--- config.mk ---
export PLATFORM = sky130hd
export DESIGN_NAME = sort_seq_ctrl
export DESIGN_NICKNAME = d
export VERILOG_FILES = /design/src/rtl/sort_seq_ctrl.sv
export SDC_FILE = /design/constraint.sdc
export NUM_CORES = 1
export LEC_CHECK = 0
export CAP_MARGIN = 20
export CORE_ASPECT_RATIO = 0.7
export CORE_MARGIN = 2
export CORE_UTILIZATION = 62
export CTS_CLUSTER_SIZE = 40
export DETAILED_ROUTE_END_ITERATION = 7
export PLACE_DENSITY = 0.82
export SLEW_MARGIN = 15
export SYNTH_ARGS = -nofsm -noshare
export SYNTH_HDL_FRONTEND = slang
export SYNTH_SLANG_ARGS = --single-unit
--- constraint.sdc ---
create_clock -name clk -period 4.8 [get_ports clk]
set_input_delay 0.72 -clock clk [delete_from_list [all_inputs] [get_ports clk]]
set_output_delay 0.72 -clock clk [all_outputs]
set_load 0.02 [all_outputs]
--- src/rtl/sort_seq_ctrl.sv ---
// Block sorter: loads DEPTH words, bubble-sorts them with a single compare-swap
// unit on a fixed schedule, then streams them out smallest first.

module sort_cmp_swap #(
  parameter int WIDTH = 5
) (
  input  logic [WIDTH-1:0] a,
  input  logic [WIDTH-1:0] b,
  output logic [WIDTH-1:0] lo,
  output logic [WIDTH-1:0] hi
);
  // Equal operands fall through unswapped.
  assign lo = (a > b) ? b : a;
  assign hi = (a > b) ? a : b;
endmodule

module sort_seq_ctrl #(
  parameter int WIDTH = 5,
  parameter int DEPTH = 8
) (
  input  logic             clk,
  input  logic             rst_n,
  input  logic             in_valid,
  input  logic [WIDTH-1:0] in_data,
  output logic             in_ready,
  output logic             out_valid,
  output logic [WIDTH-1:0] out_data,
  input  logic             out_ready,
  output logic             out_last,
  output logic             busy
);
  localparam int AW = (DEPTH > 1) ? $clog2(DEPTH) : 1;
  localparam int IW = AW + 1;
  localparam logic [IW-1:0] LAST  = IW'(DEPTH - 1);
  localparam logic [IW-1:0] LPASS = IW'(DEPTH - 2);

  typedef enum logic [1:0] {LOAD, SORT, DRAIN} state_t;

  state_t state, state_nxt;

  logic [DEPTH-1:0][WIDTH-1:0] mem;
  logic [IW-1:0]    wr_idx, pass, j, rd_idx;
  logic [IW-1:0]    j1, rd_nxt;
  logic [WIDTH-1:0] cs_a, cs_b, cs_lo, cs_hi;
  logic             in_fire, out_fire, wr_last, pass_end, sort_done;

  assign j1     = j + 1'b1;
  assign rd_nxt = rd_idx + 1'b1;
  assign cs_a   = mem[j[AW-1:0]];
  assign cs_b   = mem[j1[AW-1:0]];

  sort_cmp_swap #(.WIDTH(WIDTH)) u_cs (.a(cs_a), .b(cs_b), .lo(cs_lo), .hi(cs_hi));

  assign wr_last   = (wr_idx == LAST);
  assign pass_end  = (j == LPASS - pass);
  // Final pass has a single pair at j=0.
  assign sort_done = pass_end && (pass == LPASS);
  assign in_fire   = in_valid && in_ready;
  assign out_fire  = out_valid && out_ready;

  always_ff @(posedge clk or negedge rst_n) begin
    if (!rst_n) state <= LOAD;
    else        state <= state_nxt;
  end

  always_comb begin
    state_nxt = state;
    in_ready  = 1'b0;
    out_valid = 1'b0;
    busy      = 1'b0;
    case (state)
      LOAD: begin
        in_ready = 1'b1;
        if (in_valid && wr_last) state_nxt = SORT;
      end
      SORT: begin
        busy = 1'b1;
        if (sort_done) state_nxt = DRAIN;
      end
      DRAIN: begin
        busy      = 1'b1;
        out_valid = 1'b1;
        if (out_ready && rd_idx == LAST) state_nxt = LOAD;
      end
      default: state_nxt = LOAD;
    endcase
  end

  assign out_last = out_valid && (rd_idx == LAST);

  always_ff @(posedge clk or negedge rst_n) begin
    if (!rst_n) begin
      mem      <= '0;
      wr_idx   <= '0;
      pass     <= '0;
      j        <= '0;
      rd_idx   <= '0;
      out_data <= '0;
    end else begin
      case (state)
        LOAD: if (in_fire) begin
          mem[wr_idx[AW-1:0]] <= in_data;
          wr_idx <= wr_last ? '0 : wr_idx + 1'b1;
        end
        SORT: begin
          mem[j[AW-1:0]]  <= cs_lo;
          mem[j1[AW-1:0]] <= cs_hi;
          if (pass_end) begin
            j    <= '0;
            pass <= sort_done ? '0 : pass + 1'b1;
          end else begin
            j <= j1;
          end
          // Preload the output register with the smallest word so DRAIN starts valid.
          if (sort_done) out_data <= cs_lo;
        end
        DRAIN: if (out_fire) begin
          if (rd_idx == LAST) begin
            rd_idx   <= '0;
            out_data <= '0;
          end else begin
            rd_idx   <= rd_nxt;
            out_data <= mem[rd_nxt[AW-1:0]];
          end
        end
        default: ;
      endcase
    end
  end
endmodule

==> images/placement_by_type.png <==
Fill, decap, tap and diode cells in grey.
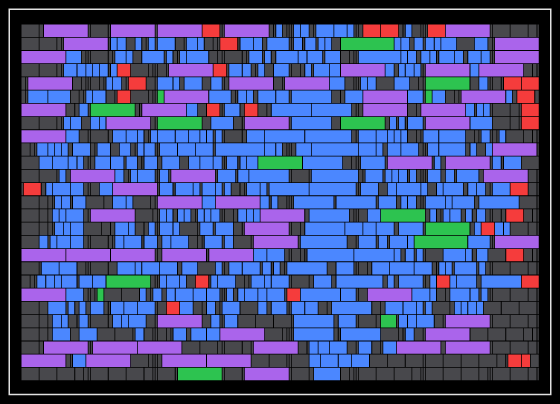
Key: sequential cells = purple [cells 63, share of their area 29%]; combinational and other logic = blue [cells 419, share of their area 61%]; clock drivers and dummy loads = green [cells 15, share of their area 5.7%]; remaining buffers and delay cells = red [cells 28, share of their area 4.6%]

==> images/wires.png <==
Bar = 20 µm. Two of the layers only.
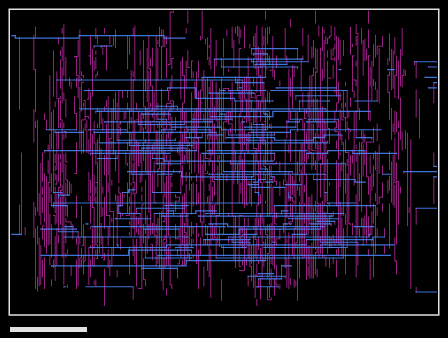
Key: metal 2 = magenta [wire length 6190 µm]; metal 3 = blue [wire length 2160 µm]

==> images/clocks.png <==
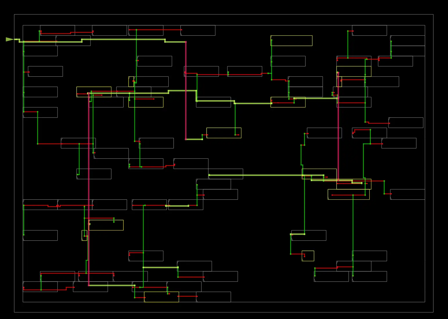
flop count: 63

==> images/flops_by_reg.png <==
Bar = 20 µm.
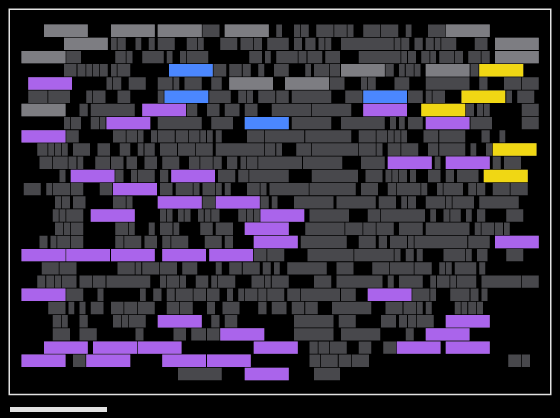
Key: mem = purple [placed flops 40, where spread over the die]; j = blue [placed flops 4]; out_data = yellow [placed flops 5, where north-east]
Another 14 sequential cells are not coloured.
total area of sequential cells: 1580 µm²
end-of-flow core utilization: 70.5%
fraction of area in registers: 28.5%

==> images/clk_routes.png <==
Bar = 20 µm.
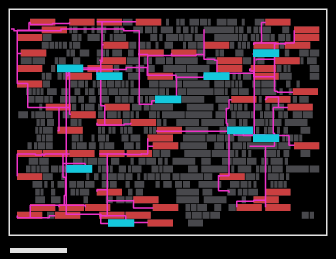
Key: flip-flops = red [count 63]; clock drivers = cyan [count 9]; clock wires = magenta [length 956 µm]
There are 10 routed clock nets. Position of the flops: spread over the die.

==> summary.txt <==
run metrics: run status=complete, no violations, kind of launch point of the worst setup path=flip-flop, leading cell category by total area=combinational gates, most utilized layer in the global route result=met2, weighted congestion at the end of routability-driven global placement=0.994, routed length on met2=6.19 mm, Main area contributors=sky130_fd_sc_hd__dfrtp_1, sky130_fd_sc_hd__mux2i_1, sky130_fd_sc_hd__mux4_2, total number of placement rows=27, largest net degree at the start of global routing=64, height of the die=79.1 µm, leading post-synthesis cells by instance count=sky130_fd_sc_hd__dfrtp_1, sky130_fd_sc_hd__nor2_1, sky130_fd_sc_hd__nand2_1, final HPWL from detailed placement=10.5 mm, 1st-pass router iterations=5, final worst path period need=4.31 ns, H-tree level count=3, Max Fanout on Critical Path=14, number of global-route vias before repair=4473, met3 track demand over resource in global routing=11.1%, Die Area=8800 µm², Max-Cap Viols=0, count of library flops with an enable pin=0, count of hold buffers inserted by post-cts repair=0, clk latency late pin=0.34 ns, # clk buffers=12, cell area after synthesis=4990 µm², data-path buffer share of cell area in the final layout=4.48%, final count of pins violating max slew=0, DRT iter0 DRCs=722, count of instantiated cells in the yosys netlist=514, biggest registers after layout=mem x40, out_data x5, met2 usage=52.1%, Yosys top cell by area=sky130_fd_sc_hd__dfrtp_1, sequence of cells on the critical path=ha_1 > xor2_4 > buf_4 > mux4_1 > mux2i_1 > inv_1 > ha_1 > inv_1 > o22ai_1 > buf_4 > mux2i_1 > a22oi_1 > o21ai_0, maximum clock path buffer count=2, highest routed layer=met4, RSZ-0062 raised after global routing=false, share of cells above drive strength 1=11.6%, period utilization=89.9%, number of antenna cells inserted=0, path type of the worst min-delay path=flip-flop to flip-flop, vias after detailed routing=4535, element type at the critical path end=flip-flop, met1 usage in global routing=49.0%, Overall Global Routing Usage=34.9%, tap cells=101, horizontal die dimension=111 µm, Clock buf/inv share=5.52%
kinds of logic (layout without fill, tap and decap cells):
| kind of cell | after synthesis | after routing | share of synthesized area, % |
|---|---|---|---|
| buffers and inverters | 46 | 57 | 3.89 |
| AND/OR/NAND/NOR | 158 | 158 | 14.5 |
| XOR/XNOR | 12 | 12 | 2.78 |
| AND-OR/OR-AND | 138 | 138 | 18.9 |
| multiplexers | 84 | 84 | 25.1 |
| adder cells (fa/ha/maj) | 13 | 13 | 3.26 |
| flip-flops | 63 | 63 | 31.6 |
path summary, 6_finish.rpt:
check / from / to / slack (ns) / depth (start not counted)
worst min-delay path: out_data[4]$_DFFE_PN0P_ / out_data[4]$_DFFE_PN0P_ / 0.51 / 1
min in group asynchronous: rst_n / mem[26]$_DFFE_PN0P_ / 0.54 / 2
worst min register to register: out_data[4]$_DFFE_PN0P_ / out_data[4]$_DFFE_PN0P_ / 0.51 / 1
worst max-delay path: j[0]$_DFFE_PN0P_ / mem[11]$_DFFE_PN0P_ / 0.49 / 13
max in group asynchronous: rst_n / mem[0]$_DFFE_PN0P_ / 3.69 / 2
worst max register to register: j[0]$_DFFE_PN0P_ / mem[11]$_DFFE_PN0P_ / 0.49 / 13
through the flow:
step | instance area, µm² | setup slack [ns] | utilization (%) | std cells
floorplan | 4990 | 1.16 | - | 514
global placement | 5220 | 0.780 | 66.7 | 611
detailed placement | 5220 | 0.645 | 66.7 | 611
CTS | 5530 | 0.626 | 70.5 | 626
global route | 5530 | 0.167 | 70.5 | 626
finish | 5530 | 0.486 | 70.5 | 626
